**src/rtl/mem_arbiter.sv**
```systemverilog
// Two-master round-robin arbiter in front of a single-port synchronous memory.
// One transaction at a time: IDLE -> ACCESS (WAIT+1 cycles) -> CAPTURE -> ACK.
module mem_arbiter #(
  parameter int WIDTH = 32,
  parameter int AW    = 16,
  parameter int WAIT  = 0
) (
  input  logic             clk,
  input  logic             reset,
  input  logic             m0_req,
  input  logic             m1_req,
  input  logic             m0_wen,
  input  logic             m1_wen,
  input  logic [AW-1:0]    m0_addr,
  input  logic [AW-1:0]    m1_addr,
  input  logic [WIDTH-1:0] m0_wdata,
  input  logic [WIDTH-1:0] m1_wdata,
  output logic             m0_ack,
  output logic             m1_ack,
  output logic [WIDTH-1:0] m0_rdata,
  output logic [WIDTH-1:0] m1_rdata,
  output logic             mem_cs,
  output logic             mem_wen,
  output logic [AW-1:0]    mem_addr,
  output logic [WIDTH-1:0] mem_wdata,
  input  logic [WIDTH-1:0] mem_rdata,
  output logic [1:0]       grant
);

  typedef enum logic [1:0] {IDLE, ACCESS, CAPTURE, ACK} state_t;

  localparam logic [3:0] WAIT_CNT = 4'(WAIT);

  state_t           state_reg, state_next;
  logic [1:0]       grant_reg, grant_next;
  logic             last_reg, last_next;   // 1 = port 1 was granted last
  logic [3:0]       cnt_reg, cnt_next;
  logic             wen_reg, wen_next;
  logic [AW-1:0]    addr_reg, addr_next;
  logic [WIDTH-1:0] wdata_reg, wdata_next;
  logic [WIDTH-1:0] rdata_reg, rdata_next;

  logic [1:0]       req_vec;
  logic [1:0]       wen_vec;
  logic [AW-1:0]    addr_vec  [2];
  logic [WIDTH-1:0] wdata_vec [2];
  logic [1:0]       ack_vec;
  logic             win;

  assign req_vec      = {m1_req, m0_req};
  assign wen_vec      = {m1_wen, m0_wen};
  assign addr_vec[0]  = m0_addr;
  assign addr_vec[1]  = m1_addr;
  assign wdata_vec[0] = m0_wdata;
  assign wdata_vec[1] = m1_wdata;

  always_ff @(posedge clk or negedge reset) begin
    if (!reset) begin
      state_reg <= IDLE;
      grant_reg <= 2'b00;
      last_reg  <= 1'b1;
      cnt_reg   <= 4'd0;
      wen_reg   <= 1'b0;
      addr_reg  <= '0;
      wdata_reg <= '0;
      rdata_reg <= '0;
    end else begin
      state_reg <= state_next;
      grant_reg <= grant_next;
      last_reg  <= last_next;
      cnt_reg   <= cnt_next;
      wen_reg   <= wen_next;
      addr_reg  <= addr_next;
      wdata_reg <= wdata_next;
      rdata_reg <= rdata_next;
    end
  end

  always_comb begin
    state_next = state_reg;
    grant_next = grant_reg;
    last_next  = last_reg;
    cnt_next   = cnt_reg;
    wen_next   = wen_reg;
    addr_next  = addr_reg;
    wdata_next = wdata_reg;
    rdata_next = rdata_reg;
    win        = 1'b0;
    case (state_reg)
      IDLE: begin
        if (|req_vec) begin
          // On a tie the port that did not win last time goes first.
          win        = (req_vec == 2'b11) ? ~last_reg : req_vec[1];
          grant_next = win ? 2'b10 : 2'b01;
          last_next  = win;
          cnt_next   = 4'd0;
          wen_next   = wen_vec[win];
          addr_next  = addr_vec[win];
          wdata_next = wdata_vec[win];
          state_next = ACCESS;
        end
      end
      ACCESS: begin
        if (cnt_reg == WAIT_CNT) begin
          state_next = CAPTURE;
        end else begin
          cnt_next = cnt_reg + 4'd1;
        end
      end
      CAPTURE: begin
        if (!wen_reg) begin
          rdata_next = mem_rdata;
        end
        state_next = ACK;
      end
      ACK: begin
        grant_next = 2'b00;
        state_next = IDLE;
      end
      default: state_next = IDLE;
    endcase
  end

  genvar gi;
  generate
    for (gi = 0; gi < 2; gi++) begin : g_ack
      assign ack_vec[gi] = (state_reg == ACK) && grant_reg[gi];
    end
  endgenerate

  assign m0_ack    = ack_vec[0];
  assign m1_ack    = ack_vec[1];
  assign m0_rdata  = rdata_reg;
  assign m1_rdata  = rdata_reg;
  assign mem_cs    = (state_reg == ACCESS);
  assign mem_wen   = mem_cs && wen_reg;
  assign mem_addr  = addr_reg;
  assign mem_wdata = wdata_reg;
  assign grant     = grant_reg;

endmodule

```
**config.mk**
```make
export PLATFORM = sky130hd
export DESIGN_NAME = mem_arbiter
export DESIGN_NICKNAME = d
export VERILOG_FILES = /design/src/rtl/mem_arbiter.sv
export SDC_FILE = /design/constraint.sdc
export NUM_CORES = 1
export LEC_CHECK = 0
export CAP_MARGIN = 20
export CORE_MARGIN = 5
export CORE_UTILIZATION = 39
export CTS_BUF_LIST = sky130_fd_sc_hd__clkbuf_4
export CTS_CLUSTER_DIAMETER = 120
export DETAILED_ROUTE_END_ITERATION = 7
export PLACE_DENSITY = 0.83
export SYNTH_ARGS = -nofsm -noshare
export SYNTH_HDL_FRONTEND = slang
export SYNTH_SLANG_ARGS = --single-unit
```
**constraint.sdc**
```tcl
create_clock -name clk -period 1.9 [get_ports clk]
set_input_delay 0.285 -clock clk [delete_from_list [all_inputs] [get_ports clk]]
set_output_delay 0.285 -clock clk [all_outputs]
set_load 0.05 [all_outputs]
```
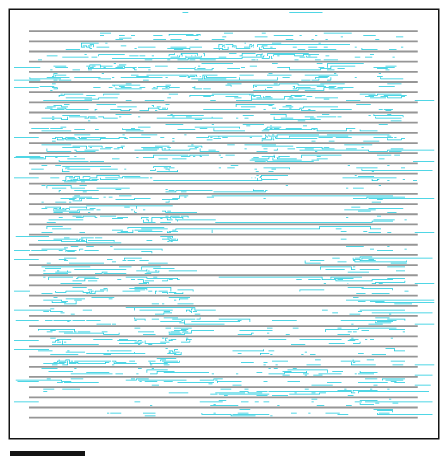
Fig. 1. The metal 1 layer (run 1).
Scale bar: 20 µm. Supply wires on this layer in grey.
share of all routed wire: 36%
main direction: horizontal
nets with wire on the layer: 614
longest straight run: 48.3 µm
wire length on this layer: 4480 µm
vias: 3540
GR Util met1: 0.202

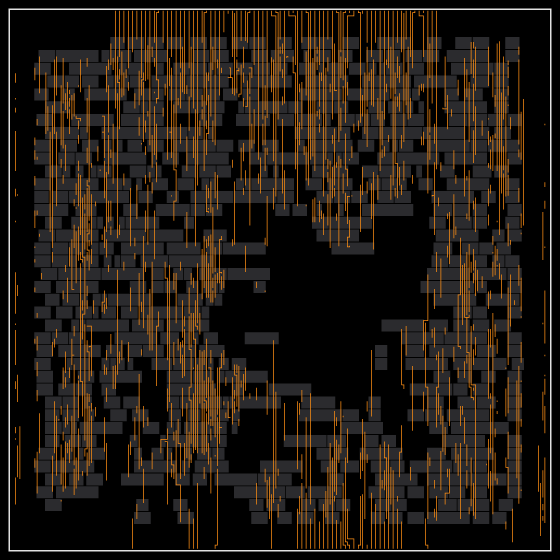
Fig. 2. Signal wires on met2 (run 1).
Cells faint in the background.
share of all routed wire: 50%
main direction: vertical
wire length on this layer: 6230 µm
longest straight run: 42.5 µm
wirelength, routed: 12500 µm
global routing usage on met2: 0.329

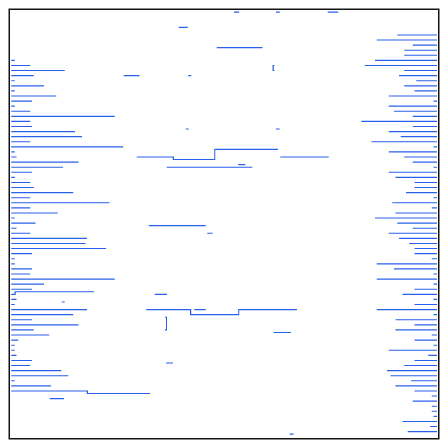
Fig. 3. M3 wires (run 1).
longest straight run: 29.7 µm
wire length on this layer: 1410 µm
main direction: horizontal
share of all routed wire: 11%
met3 Usage GRT: 0.0782

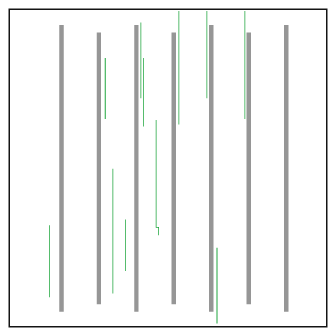
Fig. 4. Met4 routing (run 1).
Supply wires on this layer in grey.
nets with wire on the layer: 10
share of all routed wire: 2.8%

==> results.toml, run 1 <==
# synthesis and place-and-route metrics
[run_status]
status = "complete, no violations"

[sta]
relSlewSlack = 0.634
hold_viol = 0

[placed_design]
dp_cells = 717
dp_hpwl_um = 10300

[logic_synthesis]
ys_seq_share = 0.530
simple_gate_share = 0.0656
syn_area_um2 = 4260
synth_area_leader_cell = "dfrtp_1"
ys_types = 34
syn_inst = 367

[critical_path]
worstPathRequired_ps = 1620
startpoint_type = "register"
path_cells = "inv_1, ha_1, buf_4, buf_12"
critPathKind = "register to primary output"
worst_r2r_path_depth = 6

[clock_network]
cts_buffer_depth = 2
h-tree-depth = 3

[pwr]
p_leak_nw = 3.18
internal_power_w = 0.00595
clock_power_share = 0.080

[grt]
antenna_found_initial = 0
first_global_vias = 3723

[die]
io_pins = 252
initial_core_util = 0.396
core_area_um2 = 10700

[min_path]
hp-class = "input port to async pin"

[drt]
first_iter_violations = 172
post_drt_wl_per_cell_um = 17.0
-- run 1: power groups by stage --
| stage | registers [W] | clock network [W] | logic [W] |
|---|---|---|---|
| 6_report | 0.00346 | 0.00107 | 0.00891 |
| 5_1_grt | 0.00360 | 0.00119 | 0.00937 |
| 4_1_cts | 0.00347 | 0.00111 | 0.00900 |
| 3_5_place_dp | 0.00356 | 0 | 0.00980 |
| 3_3_place_gp | 0.00349 | 0 | 0.00963 |
| 2_1_floorplan | 0.00646 | 0 | 0.00379 |
-- run 1: Yosys cell counts, types with 3 or more instances --
cell	n
dfrtp_1	89
nand2_1	43
o21ai_0	42
mux2i_1	41
buf_4	35
mux2_2	31
inv_1	14
a222oi_1	9
clkbuf_1	8
buf_6	7
ha_1	7
nor2_1	5
buf_2	4
a22o_1	3
and2_1	3
nand3_1	3
-- run 1: cell type report --
cell class              count  area, µm²
multi-input cells         209       1590
inverters                  14       52.6
clock inverters             5       56.3
well taps                 140        175
fillers                   914       3950
flip-flops and latches     90       2250
repair buffers            265       2580
clock buffers              11       82.6
-- run 1: how the worst min path moves through the flow --
stage / to / cells after the start / slack, ps / startpoint
2_1_floorplan: cnt_reg[0]$_DFFE_PN0P_ / 0 / -10 / reset
6_report: m0_rdata[29]$_DFFE_PN0P_ / 2 / 320 / reset
3_5_place_dp: mem_wdata[1]$_DFFE_PN0P_ / 1 / 260 / reset
3_3_place_gp: mem_wdata[1]$_DFFE_PN0P_ / 1 / 260 / reset
4_1_cts: m0_rdata[22]$_DFFE_PN0P_ / 2 / 290 / reset
5_1_grt: m0_rdata[29]$_DFFE_PN0P_ / 2 / 330 / reset
-- run 1: per-stage QoR --
step | power [W] | instance area [µm²] | hold slack (ps) | util
after global placement | 0.0131 | 6770 | 258 | 0.630
after detailed placement | 0.0134 | 6770 | 260 | 0.630
after floorplan | 0.0102 | 4260 | -10.6 | -
after CTS | 0.0136 | 6780 | 293 | 0.631
after global routing | 0.0142 | 6800 | 332 | 0.633
final | 0.0134 | 6800 | 317 | 0.633
-- run 1: repair_timing --
item,in CTS,in global routing
resized,110,4
setup endpoints to repair,110,4
hold endpoints to repair,33,0
hold buffers,1,0
-- run 1: kinds of logic (layout without fill, tap and decap cells) --
group | after synthesis | in the layout
fa+ha+maj | 7 | 7
simple gates | 63 | 63
mux | 74 | 74
compound gates | 65 | 65
buf+inv | 68 | 295
flops | 90 | 90
-- run 1: metal layers --
layer / wire, µm / up-vias
met3: 1410 / 23
met4: 342 / 0
met5: 0 / -
li1: - / 1679
met2: 6230 / 177
met1: 4480 / 1661
-- run 1: worst reg2reg max path, delay by kind of cell (launching register included) --
kind | cells | cell delay, ps
AND-OR/OR-AND | 2 | 500
adder cells (fa/ha/maj) | 1 | 290
buffers and inverters | 1 | 90
flip-flops | 1 | 450
AND/OR/NAND/NOR | 2 | 360
Fig. 5: run 1, routing congestion
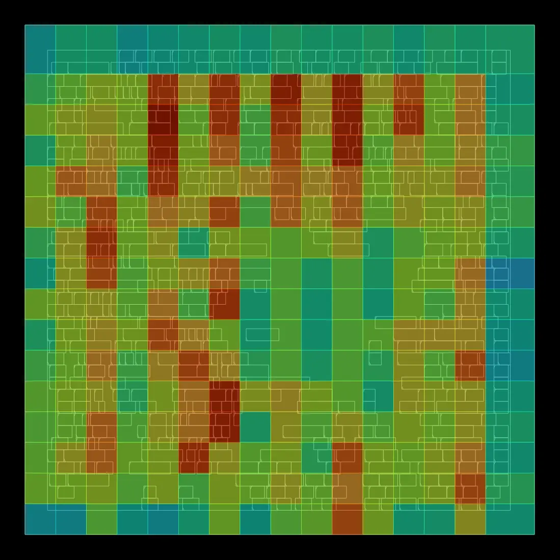

--- run 2 (diff from run 1) ---
- PLACE_DENSITY: 0.83 -> 0.89
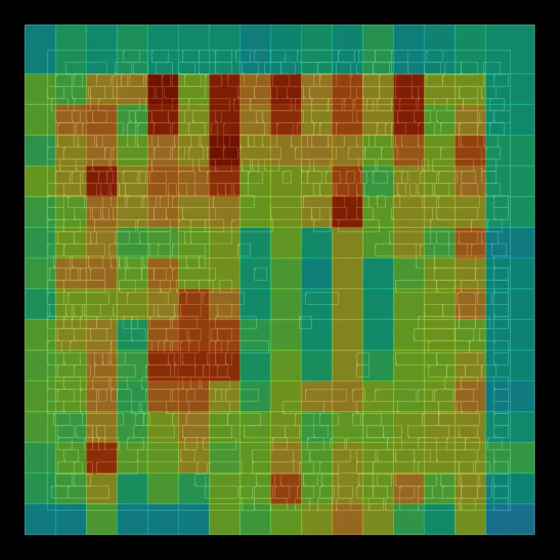
Fig. 6. Routing congestion (run 2).
global routing usage on met2: 0.336
total global-route track usage: 0.189
met3 Usage GRT: 0.0592
post-layout util: 0.633

==> results.toml, run 2 <==
# synthesis and place-and-route metrics
[run_status]
status = "complete, no violations"

[logic_synthesis]
top_cell = "dfrtp_1"
syn_area_um2 = 4260
syn_inst = 367
synth_area_leader_cell = "dfrtp_1"
ys_types = 34
ys_seq_share = 0.530

[grt]
antenna_found_initial = 0
first_global_vias = 3942
grt_pass1_wl_um = 19500

[final_layout]
fill_cells = 910
final_nets = 732

[drt]
first_iter_violations = 182
post_drt_wl_per_cell_um = 17.1

[clock_network]
h-tree-depth = 3
numCtsBuffers = 9
cts_buffer_depth = 2

[sta]
relSlewSlack = 0.642
worst_slack_ps = 102

[pwr]
clock_power_share = 0.078
finalPower_w = 0.0134
internal_power_w = 0.00593
p_leak_nw = 3.19

[die]
initial_core_util = 0.396
io_pins = 252
core_area_um2 = 10700

[critical_path]
critPathKind = "register to primary output"
path_cells = "ha_2, and2_1, buf_12"
worst_r2r_path_depth = 6
worstPathRequired_ps = 1620

[min_path]
hp-class = "input port to async pin"

[placed_design]
dp_hpwl_um = 10200
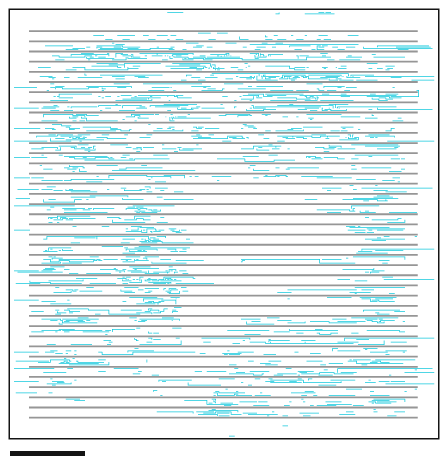
Fig. 7. The metal 1 layer (run 2).
Scale bar: 20 µm. Supply wires on this layer in grey.
wire length on this layer: 4460 µm
share of all routed wire: 36%
nets with wire on the layer: 620
longest straight run: 36.5 µm
main direction: horizontal
wirelength, routed: 12600 µm
GR Util met1: 0.204
vias: 3600

## run 2: cell counts after synthesis
No cell type changed its count.
## run 2: what timing repair did
item                                    in CTS  in global routing
endpoints found under the hold margin       21                  0
setup buffers                                0                  0
hold buffers                                 1                  0
resized                                    110                  5
endpoints found under the setup margin     110                 13
## run 2: layout make-up
cell class / instances / area (µm²) / share of cell area
multi-input cells: 209 / 1600 / 0.235
clock inverters: 6 / 57.6 / 0.00847
flip-flops and latches: 90 / 2250 / 0.331
well taps: 140 / 175 / 0.0258
repair buffers: 267 / 2590 / 0.381
clock buffers: 10 / 75.1 / 0.0110
inverters: 14 / 52.6 / 0.00773
## run 2: kinds of logic after synthesis
kind of cell | Yosys count | share of synthesized area
AND-OR/OR-AND | 65 | 0.0962
adder cells (fa/ha/maj) | 7 | 0.0206
buffers and inverters | 68 | 0.104
flip-flops | 90 | 0.530
multiplexers | 74 | 0.184
AND/OR/NAND/NOR | 63 | 0.0656
## run 2: worst max path at each step
stage / from / to / cells after the start
5_1_grt: state_reg[1]$_DFFE_PN0P_ / cnt_reg[3]$_DFFE_PN0P_ / 6
4_1_cts: state_reg[1]$_DFFE_PN0P_ / mem_wen / 4
3_3_place_gp: m0_req / state_reg[1]$_DFFE_PN0P_ / 5
3_5_place_dp: m0_req / state_reg[1]$_DFFE_PN0P_ / 5
2_1_floorplan: state_reg[1]$_DFFE_PN0P_ / state_reg[1]$_DFFE_PN0P_ / 5
6_report: state_reg[0]$_DFFE_PN0P_ / m1_ack / 3
## run 2: per-stage QoR
step	cell area [µm²]	hold slack (ps)	cells	TNS [ps]
floorplan	4260	-10.6	367	0
global placement	6780	207	719	0
detailed placement	6780	209	719	-30.3
CTS	6780	246	736	0
global route	6800	256	736	0
finish	6800	270	736	0
## run 2: power by group through the flow
| stage | Clock [W] | Combinational, W | Sequential [W] |
|---|---|---|---|
| after floorplan | 0 | 0.00379 | 0.00646 |
| after global placement | 0 | 0.00961 | 0.00348 |
| after detailed placement | 0 | 0.00979 | 0.00356 |
| after CTS | 0.00109 | 0.00898 | 0.00347 |
| after global routing | 0.00117 | 0.00934 | 0.00360 |
| final | 0.00105 | 0.00892 | 0.00345 |
## run 2: metal layers
metal,part of all wire,track usage,wire length (µm),vias up
met5,0,0,0,-
met4,0.031,0.0863,394,0
met3,0.095,0.0592,1200,31
met2,0.52,0.336,6510,182
met1,0.36,0.204,4460,1703
li1,-,-,-,1684
Power is estimated from default activity; no workload was simulated.
